==> config.mk <==
export PLATFORM = sky130hd
export DESIGN_NAME = spi_slave
export DESIGN_NICKNAME = d
export VERILOG_FILES = /design/src/rtl/spi_pkg.sv /design/src/rtl/spi_sync.sv /design/src/rtl/spi_slave.sv
export SDC_FILE = /design/constraint.sdc
export NUM_CORES = 1
export LEC_CHECK = 0
export ABC_AREA = 1
export ABC_CLOCK_PERIOD_IN_PS = 2450
export CAP_MARGIN = 20
export CORE_UTILIZATION = 60
export CTS_BUF_LIST = sky130_fd_sc_hd__clkbuf_4
export DETAILED_ROUTE_END_ITERATION = 10
export GPL_TIMING_DRIVEN = 0
export PLACE_DENSITY = 0.84
export SLEW_MARGIN = 0
export SYNTH_ARGS = -nofsm -noshare
export SYNTH_HDL_FRONTEND = slang
export SYNTH_SLANG_ARGS = --single-unit
==> constraint.sdc <==
create_clock -name clk -period 2.45 [get_ports clk]
set_input_delay 0.3675 -clock clk [delete_from_list [all_inputs] [get_ports clk]]
set_output_delay 0.3675 -clock clk [all_outputs]
set_load 0.005 [all_outputs]
**Run 1: floorplan with the power grid**

Scale bar: 20 um. Pins as bars on the die edge.
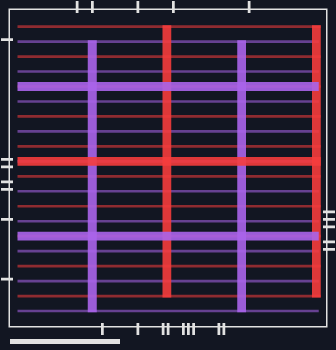
- red: VDD
- purple: VSS
- met4 straps: 4
- met1 rails: 20
core area: 2830 sq um
Max VDD drop: 535 uV
Die Y: 57.4 um
Die X: 57.4 um

**Run 1: placement by cell class**

Fill, decap, tap and diode cells in gray.
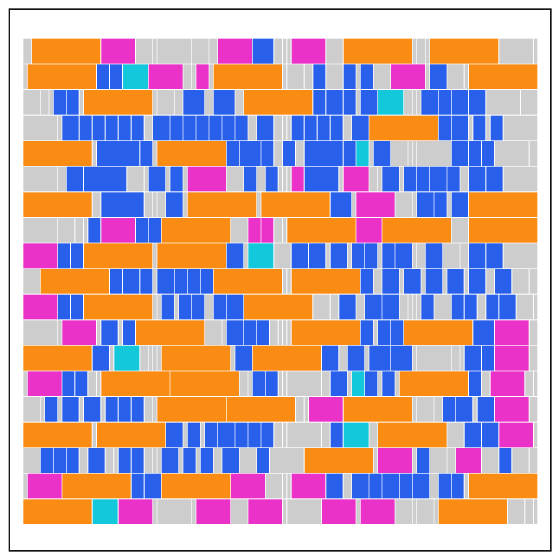
- blue: combinational and other logic (cells 186; share of their area 39%)
- cyan: clock drivers and dummy loads (cells 8; share of their area 2.4%)
- magenta: remaining buffers and delay cells (cells 34; share of their area 14%)
- orange: sequential cells (cells 47; share of their area 44%)
sequential cell area share: 0.431
fin area: 2180 sq um
num rows: 19
Finished Core Util: 0.772

**Run 1: clock network drawn from the DEF**

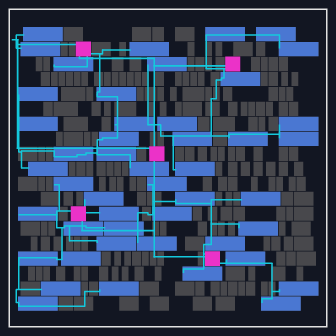
- magenta: clock drivers (count 5)
- cyan: clock wires (length 497 um)
- blue: flip-flops (count 47)
- flops lie: spread over the die
clk_skew: 0.00662 ns
clk latency late pin: 0.36 ns
Clock Power Share: 0.278
Power Clock: 349 uW

==> results.sh, run 1 <==
# flow metrics
export IMPL_net_switching_power_uw=299
export IMPL_drive_gt1_frac=0.0909
export IMPL_htreeDepth=2
export IMPL_cp_max_fo=6
export IMPL_synth_seq_share=0.511
export IMPL_finalPower_mw=1.26
export IMPL_endpoint_kind="output pin"
export IMPL_cts_resized_gates=0
export IMPL_reg2reg_depth=7
export IMPL_initial_core_util=0.651
export IMPL_worst_ep_arrival_time_ns=1.34
export IMPL_gr_max_usage_layer="met2"
export IMPL_grt_pass1_vias=1407
export IMPL_max_slew_margin=0.691
export IMPL_cap_violations=0
export IMPL_stdcell_count=306
export IMPL_yosys_stat_cells=242
export IMPL_hold_violations=0
export IMPL_grt_total_usage=0.238
export IMPL_nets=291
export IMPL_fillers=211
export IMPL_ys_area_sq_um=1840
export IMPL_routed_wirelength_mm=3.41
export IMPL_dpl_instance_area_sq_um=2130
export IMPL_met1_usage=0.266
export IMPL_p_per_area_nw_per_um2=576
export IMPL_drt_met1_wl_mm=1.59
export IMPL_async_reset_ff_frac=0
export IMPL_synthTopCellsByCount="nor2_1 (52), dfxtp_1 (47), nand2_1 (26)"
export IMPL_ios=26
export IMPL_status="finished clean"
export IMPL_numCtsBuffers=5
export IMPL_final_cell_mix="nor2_1 (52), dfxtp_1 (47), nand2_1 (26), o21ai_0 (25), clkdlybuf4s50_1 (25)"
export IMPL_tool_warnings=27
export IMPL_cp_start_kind="register"
export IMPL_dpl_hpwl_mm=2.52
export IMPL_rsz0062_at_grt="false"
export IMPL_ant_nets=0
export IMPL_topCellsByArea="dfxtp_1 (51%), nor2_1 (11%), o21ai_0 (6.8%)"
export IMPL_path_depth=2
export IMPL_cpLargestDelayFamily="buffers and inverters"
export IMPL_dieArea_sq_um=3300
export IMPL_cts_sinks=47
export IMPL_finalClockPeriodUsage=0.698
export IMPL_xor_area_frac=0
export IMPL_drt_first_pass_iters=4
export IMPL_highest_layer="met4"
export IMPL_hold_buffers=0
export IMPL_largest_area_cell="dfxtp_1"
export IMPL_slew_viol_final=0
export IMPL_adder_share=0.0204
export IMPL_r2r_slack_ns=1.05
export IMPL_mux_area_frac=0
export IMPL_wl_met2_mm=1.64
export IMPL_cts_clk_slew_worst_paths_ns=0.13
export IMPL_synth_warnings=0
export IMPL_drtIter0Drc=53
export IMPL_area_delta_synth_final_pct=18.5
export IMPL_drc=0
export IMPL_cts_tree="built"
export IMPL_critical_path_max_stage_delay_ns=0.50
export IMPL_edf_count=0
export IMPL_worst_path_buf_inv=2
export IMPL_dp_cells=298
export IMPL_setup_viol_count_final=0
export IMPL_yosys_most_used_dff="dfxtp_1"
export IMPL_worstHoldPathCells=2
export IMPL_worst_slew_pin_slew_ns=0.464
export IMPL_overflow=0
export IMPL_syn_inst=242
export IMPL_worstPathCellList="inv_2, clkdlybuf4s50_1"
export IMPL_root_buffer="clkbuf_4"
export IMPL_antenna_found_initial=0
export IMPL_synth_distinct_cells=21
export IMPL_yosysTopAreaCellShare=0.511
export IMPL_cts_setup_buffers=0
export IMPL_synth_area_sq_um=1840
export IMPL_tns_ns=0
export IMPL_worst_slack_ns=0.739
export IMPL_synthTopLogicFamily="simple AND/OR/NAND/NOR gates"
export IMPL_yosysMostFrequentCell="nor2_1"
export IMPL_holdWs_ns=0.410
[run 1: power groups by stage]
| stage | registers, mW | logic [mW] | clock network (mW) |
|---|---|---|---|
| 2_1_floorplan | 0.816 | 0.0679 | 0 |
| 3_3_place_gp | 0.818 | 0.106 | 0 |
| 3_5_place_dp | 0.819 | 0.108 | 0 |
| 4_1_cts | 0.802 | 0.108 | 0.358 |
| 5_1_grt | 0.804 | 0.122 | 0.391 |
| 6_report | 0.801 | 0.107 | 0.349 |
[run 1: layout make-up]
cell class	instances	share of cell area
Buffer	9	0.0275
Clock buffer	6	0.0206
Clock inverter	2	0.00344
Inverter	28	0.0481
Multi-Input combinational cell	158	0.337
Sequential cell	47	0.431
Tap cell	31	0.0178
Timing Repair Buffer	25	0.115
--- run 2 (diff from run 1) ---
- ABC_CLOCK_PERIOD_IN_PS: 2450 -> 1500
- CORE_UTILIZATION: 60 -> 50
- PLACE_DENSITY: 0.84 -> 0.74
- clock period: 2.45 -> 1.5 ns (I/O delays scaled with it)
**Run 2: placement by cell class**

Fill, decap, tap and diode cells in gray.
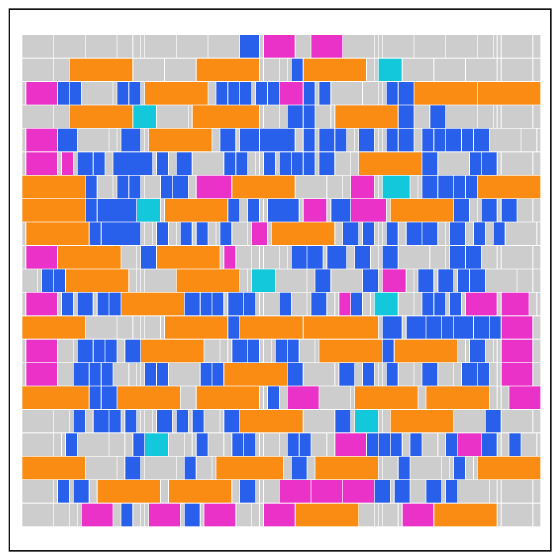
- blue: combinational and other logic (cells 186; share of their area 39%)
- orange: sequential cells (cells 47; share of their area 44%)
- magenta: remaining buffers and delay cells (cells 36; share of their area 15%)
- cyan: clock drivers and dummy loads (cells 8; share of their area 2.8%)
Finished Core Util: 0.650
num rows: 21

**Run 2: clock wiring as the flow saved it**

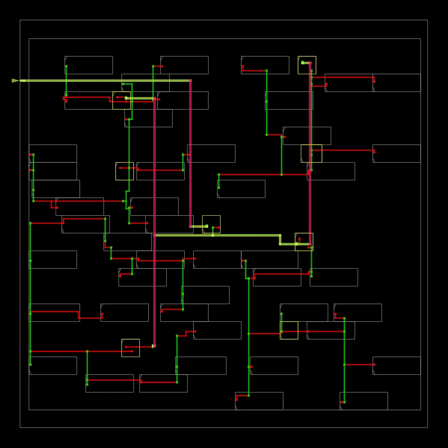
TritonCTS Buffers: 5
clk latency late pin: 0.38 ns
# clk buffers: 6

==> results.sh, run 2 <==
# flow metrics
export IMPL_power_share_clock=0.296
export IMPL_yosys_most_used_dff="dfxtp_1"
export IMPL_drt_first_pass_iters=4
export IMPL_max_slew_margin=0.707
export IMPL_cap_violations=0
export IMPL_multi_input_comb_cells=158
export IMPL_worst_slew_pin_slew_ns=0.440
export IMPL_cpLargestDelayFamily="buffers and inverters"
export IMPL_required_ns=1.27
export IMPL_fillers=320
export IMPL_dp_cells=313
export IMPL_reg2reg_depth=6
export IMPL_syn_inst=242
export IMPL_edf_count=0
export IMPL_finalPower_mw=2.12
export IMPL_p_seq_mw=1.31
export IMPL_synth_warnings=0
export IMPL_p_seq_frac=0.618
export IMPL_cts_clk_slew_worst_paths_ns=0.14
export IMPL_overflow=0
export IMPL_cts_sinks=47
export IMPL_nWellTaps=46
export IMPL_peakVddDrop_uv=621
export IMPL_dpl_worst_slack_ns=-0.224
export IMPL_routed_wirelength_mm=3.58
export IMPL_tool_warnings=27
export IMPL_cts_max_path_buffers=2
export IMPL_dpl_instance_area_sq_um=2150
export IMPL_yosysTopAreaCellShare=0.511
export IMPL_setup_viol_count_final=0
export IMPL_ys_area_sq_um=1840
export IMPL_flops=47
export IMPL_worstPathCellList="clkdlybuf4s50_1"
export IMPL_synth_area_sq_um=1840
export IMPL_die_w_um=62.7
export IMPL_status="finished clean"
export IMPL_cts_tree="built"
export IMPL_synthTopCellsByCount="nor2_1 (52), dfxtp_1 (47), nand2_1 (26)"
export IMPL_nets=293
export IMPL_net_switching_power_uw=531
export IMPL_lay_top_count="nor2_1"
export IMPL_worst_ep_arrival_time_ns=1.24
export IMPL_worst_slack_ns=0.0360
export IMPL_tns_ns=0
export IMPL_comb_cell_share=0.331
export IMPL_stdcell_count=323
export IMPL_power_leader="registers"
export IMPL_final_cell_mix="nor2_1 (52), dfxtp_1 (43), nand2_1 (25), o21ai_0 (25), clkdlybuf4s50_1 (24)"
export IMPL_worst_path_buf_inv=1
export IMPL_worstHoldPathCells=3
export IMPL_cp_max_fo=2
export IMPL_finalClockPeriodUsage=0.976
export IMPL_drc=0
export IMPL_p_per_area_nw_per_um2=946
export IMPL_slew_viol_final=0
export IMPL_logic_area_sq_um=739
export IMPL_rsz0062_at_grt="false"
export IMPL_hold_violations=0
export IMPL_fin_worst_skew_ns=0.0122
export IMPL_inverters_excl_clock=28
export IMPL_area_delta_synth_final_pct=21.4
export IMPL_synth_distinct_cells=21
export IMPL_yosys_stat_cells=242
export IMPL_root_buffer="clkbuf_4"
export IMPL_r2r_slack_ns=0.16
export IMPL_clk_power_uw=627
export IMPL_p_sw_frac=0.251
export IMPL_dieArea_sq_um=3930
export IMPL_holdWs_ns=0.348
export IMPL_endpoint_kind="output pin"
export IMPL_drive_gt1_frac=0.126
export IMPL_dominant_cells="sequential cells"
export IMPL_topCellsByArea="dfxtp_1 (51%), nor2_1 (11%), o21ai_0 (6.8%)"
export IMPL_largest_area_cell="dfxtp_1"
export IMPL_hold_buffers=0
export IMPL_chipHeight_um=62.7
export IMPL_seq_cell_share=0.424
export IMPL_async_reset_ff_frac=0
export IMPL_path_depth=1
export IMPL_n_all_buffers=36
export IMPL_vias_per_cell=4.76
export IMPL_gp_congestion=0.843
export IMPL_ant_nets=0
export IMPL_bufAreaShareNonClock=0.145
export IMPL_core_sq_um=3440
export IMPL_pg_comb_uw=183
export IMPL_yosysMostFrequentCell="nor2_1"
export IMPL_antenna_found_initial=0
export IMPL_htreeDepth=2
export IMPL_synth_seq_share=0.511
export IMPL_cts_resized_gates=4
export IMPL_initial_core_util=0.535
export IMPL_critPathKind="reg2out"
export IMPL_cp_start_kind="register"
export IMPL_critical_path_max_stage_delay_ns=0.50
export IMPL_design_area_sq_um=2240
export IMPL_drtIter0Drc=42
export IMPL_grt_pass1_vias=1467
export IMPL_ios=26
export IMPL_clk_share=0.0274
export IMPL_dpl_hpwl_mm=2.52
export IMPL_cts_setup_buffers=1
**Run 2: metal layers overlaid**

Scale bar: 20 um. Only two layers are drawn.
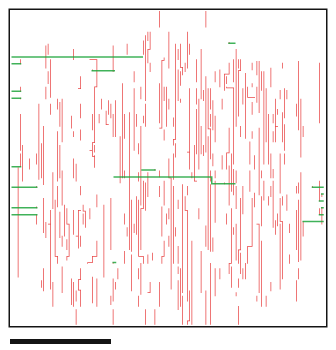
- red: metal 2 (wire length 1680 um)
- green: metal 3 (wire length 88.1 um)
Tot GR Track Use: 0.206
drt wl/cell: 11.1 um

run 2: cell count changes in the layout (fill, tap and decap cells not counted), moves of 2 or more:
cell      previous run  this run
dfxtp_1             47        43
dfxtp_2              0         3
clkinv_1             3         1
buf_4                3         5
run 2: logic make-up (layout without fill, tap and decap cells):
family                     count (synthesis)  count (layout)  share of synthesized area
adders and majority gates                  3               3                     0.0204
and+or+nand+nor                          108             108                      0.252
buffers and inverters                     37              72                     0.0896
DFF                                       47              47                      0.511
AOI/OAI and AO/OA                         47              47                      0.128
run 2: layer usage:
metal	global-route usage	up-vias	part of all wire
met4	0.113	0	0.025
met5	0	-	0
met3	0.0438	7	0.025
met1	0.239	682	0.48
met2	0.351	19	0.47
li1	-	830	-
Power is estimated from default activity; no workload was simulated.
